Figure 1. The clock network.
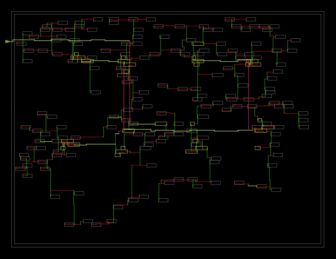
Figure 2. Signal wires on met3.
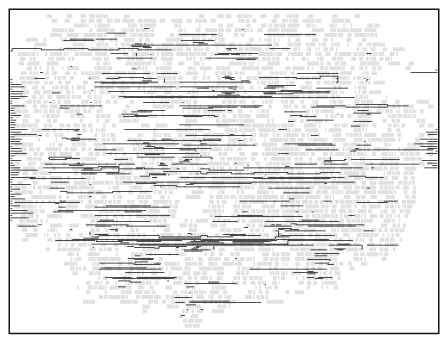
Figure 3. Layout detail.
Region (102, 72) to (142, 112) µm. Cells in gray, sequential cells in the stronger gray; small squares are vias.
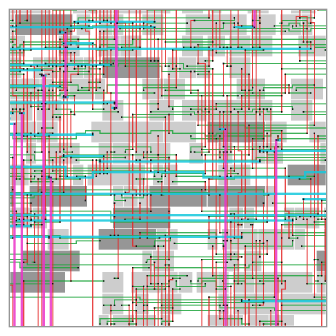
Figure 4. Routed metal per tile.
The bar under the picture is 50 µm long. 24 x 18 tiles, from white (low) to dark blue (high), scaled to the fullest tile. Values are wire area over tile area, all layers added.
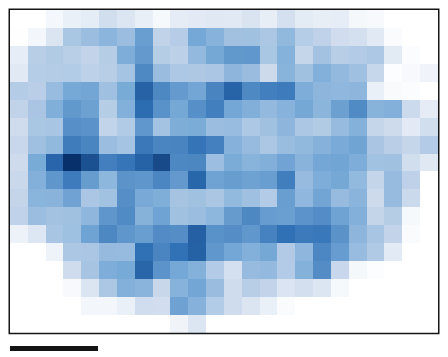
Figure 5. Clock wires, drivers and flops.
The bar under the picture is 50 µm long.
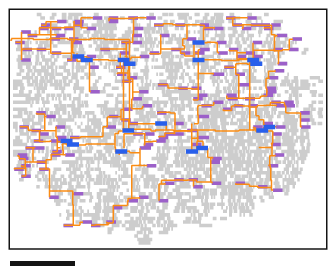
### config.mk
export PLATFORM = sky130hd
export DESIGN_NAME = muldiv_sequencer
export DESIGN_NICKNAME = d
export VERILOG_FILES = /design/src/rtl/muldiv_sequencer.sv
export SDC_FILE = /design/constraint.sdc
export NUM_CORES = 1
export LEC_CHECK = 0
export CORE_ASPECT_RATIO = 0.75
export CORE_MARGIN = 2
export CORE_UTILIZATION = 34
export CTS_BUF_LIST = sky130_fd_sc_hd__clkbuf_16
export CTS_CLUSTER_SIZE = 12
export DETAILED_ROUTE_END_ITERATION = 7
export PLACE_DENSITY = 0.56
export SYNTH_ARGS = -nofsm -noshare
export SYNTH_HDL_FRONTEND = slang
export SYNTH_SLANG_ARGS = --single-unit
### constraint.sdc
create_clock -name clock -period 3.03 [get_ports clock]
set_clock_uncertainty 0.05 [all_clocks]
set_input_delay 0.606 -clock clock [delete_from_list [all_inputs] [get_ports clock]]
set_output_delay 0.606 -clock clock [all_outputs]
set_load 0.005 [all_outputs]
### src/rtl/muldiv_sequencer.sv
// muldiv_sequencer: iterative radix-2 shift-add multiply / restoring divide producing HI/LO.
// One bit per cycle over WIDTH RUN cycles, then a sign-fix cycle, then a one-cycle done pulse.
module muldiv_sequencer #(
    parameter int WIDTH = 32,
    parameter int CNTW  = 6
) (
    input  logic             clock,
    input  logic             reset,
    input  logic             start,
    input  logic             op_div,
    input  logic             op_signed,
    input  logic [WIDTH-1:0] opa,
    input  logic [WIDTH-1:0] opb,
    output logic             busy,
    output logic             done,
    output logic             div_zero,
    output logic [WIDTH-1:0] hi,
    output logic [WIDTH-1:0] lo
);
    typedef enum logic [1:0] {IDLE, RUN, FIX, DONE} state_t;

    state_t             state_q, state_d;
    logic [CNTW-1:0]    cnt_q, cnt_d;
    logic               div_q, div_d;
    logic               neg_lo_q, neg_lo_d;
    logic               neg_hi_q, neg_hi_d;
    logic               dz_q, dz_d;
    logic [WIDTH-1:0]   m_q, m_d;
    logic [WIDTH-1:0]   hi_q, hi_d;
    logic [WIDTH-1:0]   lo_q, lo_d;
    logic [2*WIDTH-1:0] acc_q, acc_d;

    logic               sa, sb, ge;
    logic [WIDTH-1:0]   mag_a, mag_b, rem_next;
    logic [WIDTH:0]     sum, trial;
    logic [2*WIDTH-1:0] prod_neg;

    // acc holds {partial product, multiplier} for mul and {remainder, dividend/quotient} for div
    always_comb begin
        sa       = op_signed & opa[WIDTH-1];
        sb       = op_signed & opb[WIDTH-1];
        mag_a    = sa ? -opa : opa;
        mag_b    = sb ? -opb : opb;
        sum      = {1'b0, acc_q[2*WIDTH-1:WIDTH]} + (acc_q[0] ? {1'b0, m_q} : '0);
        trial    = {acc_q[2*WIDTH-1:WIDTH], acc_q[WIDTH-1]};
        ge       = trial >= {1'b0, m_q};
        rem_next = ge ? trial[WIDTH-1:0] - m_q : trial[WIDTH-1:0];
        prod_neg = -acc_q;
        state_d  = state_q;
        cnt_d    = cnt_q;
        div_d    = div_q;
        neg_lo_d = neg_lo_q;
        neg_hi_d = neg_hi_q;
        dz_d     = dz_q;
        m_d      = m_q;
        hi_d     = hi_q;
        lo_d     = lo_q;
        acc_d    = acc_q;
        case (state_q)
            IDLE: begin
                if (start) begin
                    div_d    = op_div;
                    neg_lo_d = sa ^ sb;
                    neg_hi_d = op_div ? sa : sa ^ sb;
                    cnt_d    = CNTW'(WIDTH - 1);
                    dz_d     = 1'b0;
                    if (op_div && opb == '0) begin
                        state_d = DONE;
                        dz_d    = 1'b1;
                        hi_d    = opa;
                        lo_d    = '1;
                    end else begin
                        state_d = RUN;
                        m_d     = op_div ? mag_b : mag_a;
                        acc_d   = {{WIDTH{1'b0}}, op_div ? mag_a : mag_b};
                    end
                end
            end
            RUN: begin
                acc_d   = div_q ? {rem_next, acc_q[WIDTH-2:0], ge} : {sum, acc_q[WIDTH-1:1]};
                cnt_d   = cnt_q == '0 ? cnt_q : cnt_q - 1'b1;
                state_d = cnt_q == '0 ? FIX : RUN;
            end
            FIX: begin
                state_d = DONE;
                if (div_q) begin
                    hi_d = neg_hi_q ? -acc_q[2*WIDTH-1:WIDTH] : acc_q[2*WIDTH-1:WIDTH];
                    lo_d = neg_lo_q ? -acc_q[WIDTH-1:0] : acc_q[WIDTH-1:0];
                end else begin
                    {hi_d, lo_d} = neg_lo_q ? prod_neg : acc_q;
                end
            end
            DONE: state_d = IDLE;
        endcase
    end

    always_ff @(posedge clock) begin
        if (!reset) begin
            state_q  <= IDLE;
            cnt_q    <= '0;
            div_q    <= 1'b0;
            neg_lo_q <= 1'b0;
            neg_hi_q <= 1'b0;
            dz_q     <= 1'b0;
            m_q      <= '0;
            hi_q     <= '0;
            lo_q     <= '0;
            acc_q    <= '0;
        end else begin
            state_q  <= state_d;
            cnt_q    <= cnt_d;
            div_q    <= div_d;
            neg_lo_q <= neg_lo_d;
            neg_hi_q <= neg_hi_d;
            dz_q     <= dz_d;
            m_q      <= m_d;
            hi_q     <= hi_d;
            lo_q     <= lo_d;
            acc_q    <= acc_d;
        end
    end

    assign busy     = state_q == RUN || state_q == FIX;
    assign done     = state_q == DONE;
    assign div_zero = dz_q;
    assign hi       = hi_q;
    assign lo       = lo_q;
endmodule

==> results.cfg <==
; implementation run metrics
[timing]
grt_setup_unrepaired = yes
max_freq_mhz = 316.6
final_max_slew_viol_count = 0
setup_ws_ns = -0.1282
setup-violations-final = 14
fin_crit_ns = 3.158
worstMarginPinSlew_ns = 0.6934
tns_ns = -0.6413
finalHoldViolCount = 0
fin_crit_sh_pct = 104.2
slew_headroom_pct = 53.77

[layout]
synthToLayoutAreaGrowth_pct = 51.81
comb_share_pct = 52.61
inverters = 76
buffers = 638
mi_logic_area_mm2 = 0.01177
drive_above_1_share_pct = 31.74
buf_share_pct = 24.78
largest_cell_class = multi-input combinational cells
n_fill_cell = 4012
seq_share_pct = 15.52
design_area_mm2 = 0.02237
diodes = 0
nets = 2666
area_share_clock_buf_inv_pct = 2.489
ff_latch_area_mm2 = 0.003472
comb_cells = 1615

[floorplanning]
design.core.area_mm2 = 0.04302
die_h_um = 184.3
die_w_um = 244.4
io_pins = 136
tap_cells = 578
initial_utilization_pct = 34.24
row_count = 66
dieArea_mm2 = 0.04503

[setup_path]
cp-start-kind = register
cpMaxStageDelayCell = or4_4
cp-startpoint = acc_q[12]$_SDFFE_PN0P_
cp_max_fo = 5
cp.arrival_ns = 3.45
cp_num_buf_inv = 0
cp_cell_sequence = or4_4 > nand4b_1 > or3_4 > or4_4 > nor4_4 > o22a_1 > o21ai_1 > xnor2_1 > o21ai_1
worst_path_largest_cell_delay_ns = 0.64
critical_path_class = register to register
path_delay_family = simple AND/OR/NAND/NOR gates
worstPathRequired_ns = 3.32
r2r_start = acc_q[12]$_SDFFE_PN0P_
end_kind = register

[outcome]
failed_checks = setup timing
status = finished with violations

[yosys]
area_leaders = dfxtp_1 23%, ha_1 6.4%, nor2_1 6.3%, a21oi_1 6.0%, xnor2_1 5.6%
ff_type = dfxtp_1
edf_count = 0
synthCells = 1993
synth.net_count = 2139
synth_async_sr_flop_share_pct = 0
numSynthFlops = 172
top_area_cell = dfxtp_1
synth_cell_types = 84
synth_seq_share_pct = 23.37
yosysWarnings = 0
ys_cells = 1993
ys_area_mm2 = 0.01473
syn_area_per_cell_um2 = 7.392
synth.top_cell.area_share_pct = 23.37
synthesis.area_mm2 = 0.01473

[route]
antenna_left = 0
wl_per_cell_um = 21.18
wl_met3_um = 6108
wl_met2_um = 26460
met1Wirelength_um = 31160
drt-vias-per-instance = 5.642
vias = 17553
drt_iter0_drc = 1569
dr.pass1.iters = 6
drcViolationCount = 0
finalWirelength_um = 65880
highest_layer = met5

[clock_network]
clock_sinks = 172
cts_tree = yes
cts_buffers = 17
cts_hold_buffers = 0
cts_root_buffer = clkbuf_16
clock_path_buffers = 2
path_clk_slew_ns = 0.08
ctsHtreeMaxLevel = 4

[power]
p_switching_w = 0.006157
leakage_nw = 9.251
seqPwrFrac_pct = 21.9
largestPowerGroup = combinational logic
comb_cell_power_w = 0.00866
comb_power_share_pct = 62.2
p_int_w = 0.007752
switching_share_pct = 44.27
p_seq_w = 0.00304
vdd_drop_max_v = 0.0005322
power.density_mw_per_mm2 = 621.9
total_power_w = 0.01391

[run]
cap_violations = 0
warnings = 34

[grt]
grt_pass1_wl_um = 98410
grt_usage_pct = 28.48
grt-ovfl-total = 0
grt_pass1_vias = 16555
antenna_found_initial = 1
grt_max_degree = 97

[placement]
dpl-instance-area_mm2 = 0.01987
portBuffers = 135
gp_congestion = 0.9625
pre_cts_ws_ns = -0.8392
hpwl_um = 50620

[worst_hold_path]
hold_start = m_q[16]$_SDFFE_PN0P_
hp-class = register to register
About Figure 1:
Clock Latency Late Sink: 0.46 ns
Flops: 172
clkbuf count: 17

About Figure 2:
share of all routed wire = 9.3%
main direction = horizontal
nets with wire on the layer = 333
longest straight run = 132 µm

About Figure 3:
metal 4 -> magenta
metal 1 -> green
metal 3 -> cyan
metal 2 -> red
sequential cells in the window = 11
netlist names of flops here include = m_q (6), acc_q (2)
most frequent = buf_4 (25), a21oi_1 (12), inv_1 (11)
cells with their middle in the window = 119

About Figure 4:
mean over tiles = 0.25
emptiest ninth of the die = bottom right
nearly empty tiles = 16%
tiles over half the peak = 26%
fullest tile = 0.72

About Figure 5:
clock drivers -> blue  # count 17
clock wires -> orange  # length 2740 µm
flip-flops -> purple  # count 172
flops lie = widely spread
routed clock nets = 18
P_clk: 0.00221 W
clock power share: 15.9%

[Yosys cell counts (11+ instances only)]
| cell type | number |
|---|---|
| nand3_1 | 39 |
| o22ai_1 | 12 |
| xor2_1 | 82 |
| or4_1 | 12 |
| or2_2 | 14 |
| and2_1 | 19 |
| mux2_2 | 20 |
| nand2_1 | 166 |
| o211ai_1 | 21 |
| and3_1 | 15 |
| nand2b_1 | 14 |
| mux2i_1 | 51 |
| o21ai_0 | 119 |
| clkbuf_1 | 97 |
| dfxtp_1 | 172 |
| a21oi_1 | 178 |
| a311oi_1 | 29 |
| buf_2 | 20 |
| a21o_1 | 21 |
| a31oi_1 | 22 |
| a211oi_1 | 58 |
| ha_1 | 75 |
| o21a_1 | 11 |
| nor3_1 | 44 |
| or3_1 | 27 |
| a22o_1 | 11 |
| inv_1 | 75 |
| o31ai_1 | 23 |
| nand4_1 | 27 |
| nor2_1 | 249 |
| xnor2_1 | 95 |
[metal layers]
metal | vias to the layer above | GRT usage, %
li1 | 8297 | -
met1 | 8415 | 41.59
met2 | 749 | 40.00
met3 | 90 | 6.596
met4 | 2 | 10.59
met5 | - | 1.198
[timing repair]
| action | 4_1_cts | 5_1_grt |
|---|---|---|
| resized | 145 | 203 |
| setup endpoints to repair | 157 | 98 |
| cloned | 1 | 1 |
| setup buffers | 29 | 39 |
| pin swaps | 78 | 116 |
[placed cells by master, fill, tap and decap left out, types with 15 or more instances in the layout]
master           synthesis  layout
buf_4                    2     449
nor2_1                 249     235
nand2_1                166     157
dfxtp_1                172     157
a21oi_1                178     147
clkdlybuf4s50_1          0     122
o21ai_0                119      87
xnor2_1                 95      84
xor2_1                  82      78
inv_1                   75      65
ha_1                    75      55
a211oi_1                58      48
mux2i_1                 51      45
nor3_1                  44      39
nand3_1                 39      36
buf_6                    3      29
nand4_1                 27      27
a21oi_2                  1      26
o21ai_1                  7      26
a311oi_1                29      25
or3_1                   27      22
buf_12                   0      22
a31oi_1                 22      21
a21o_1                  21      21
o211ai_1                21      21
o31ai_1                 23      18
clkbuf_16                0      18
and2_1                  19      16
ha_4                     0      16
mux2_2                  20      15
[per-stage QoR]
step,hold slack [ns],util (%),cells
finish,0.4046,51.99,3111
global route,0.4265,51.99,3111
CTS,0.4054,49.53,3078
detailed placement,0.3954,46.19,3018
global placement,0.3932,46.19,3018
floorplan,0.3819,-,1993
[worst min-delay path: stages, from the launching register on]
cell	delay (ns)
dfxtp_1	0.31
nand2_1	0.05
a21oi_1	0.05
[registers in the layout (all words and copies together), names as in the netlist]
signal    flops
acc_q        64
cnt_q         6
div_q         1
div_zero      1
hi           32
lo           32
m_q          32
neg_hi_q      1
neg_lo_q      1
state_q       2
[kinds of logic after synthesis]
family	count (synthesis)	synth area share [%]
mux	71	4.994
flops	172	23.37
fa+ha+maj	77	6.641
simple gates	671	21.38
buf+inv	206	5.622
xor+xnor	177	10.52
compound gates	619	27.46
[worst paths after layout]
check	slack, ns	cells past startpoint	endpoint
hold reg to reg	0.40	2	m_q[16]$_SDFFE_PN0P_
setup reg to reg	-0.13	9	hi[31]$_SDFFE_PN0P_
hold / removal	0.40	2	m_q[16]$_SDFFE_PN0P_
setup / recovery	-0.13	9	hi[31]$_SDFFE_PN0P_
Power is estimated from default activity; no workload was simulated.
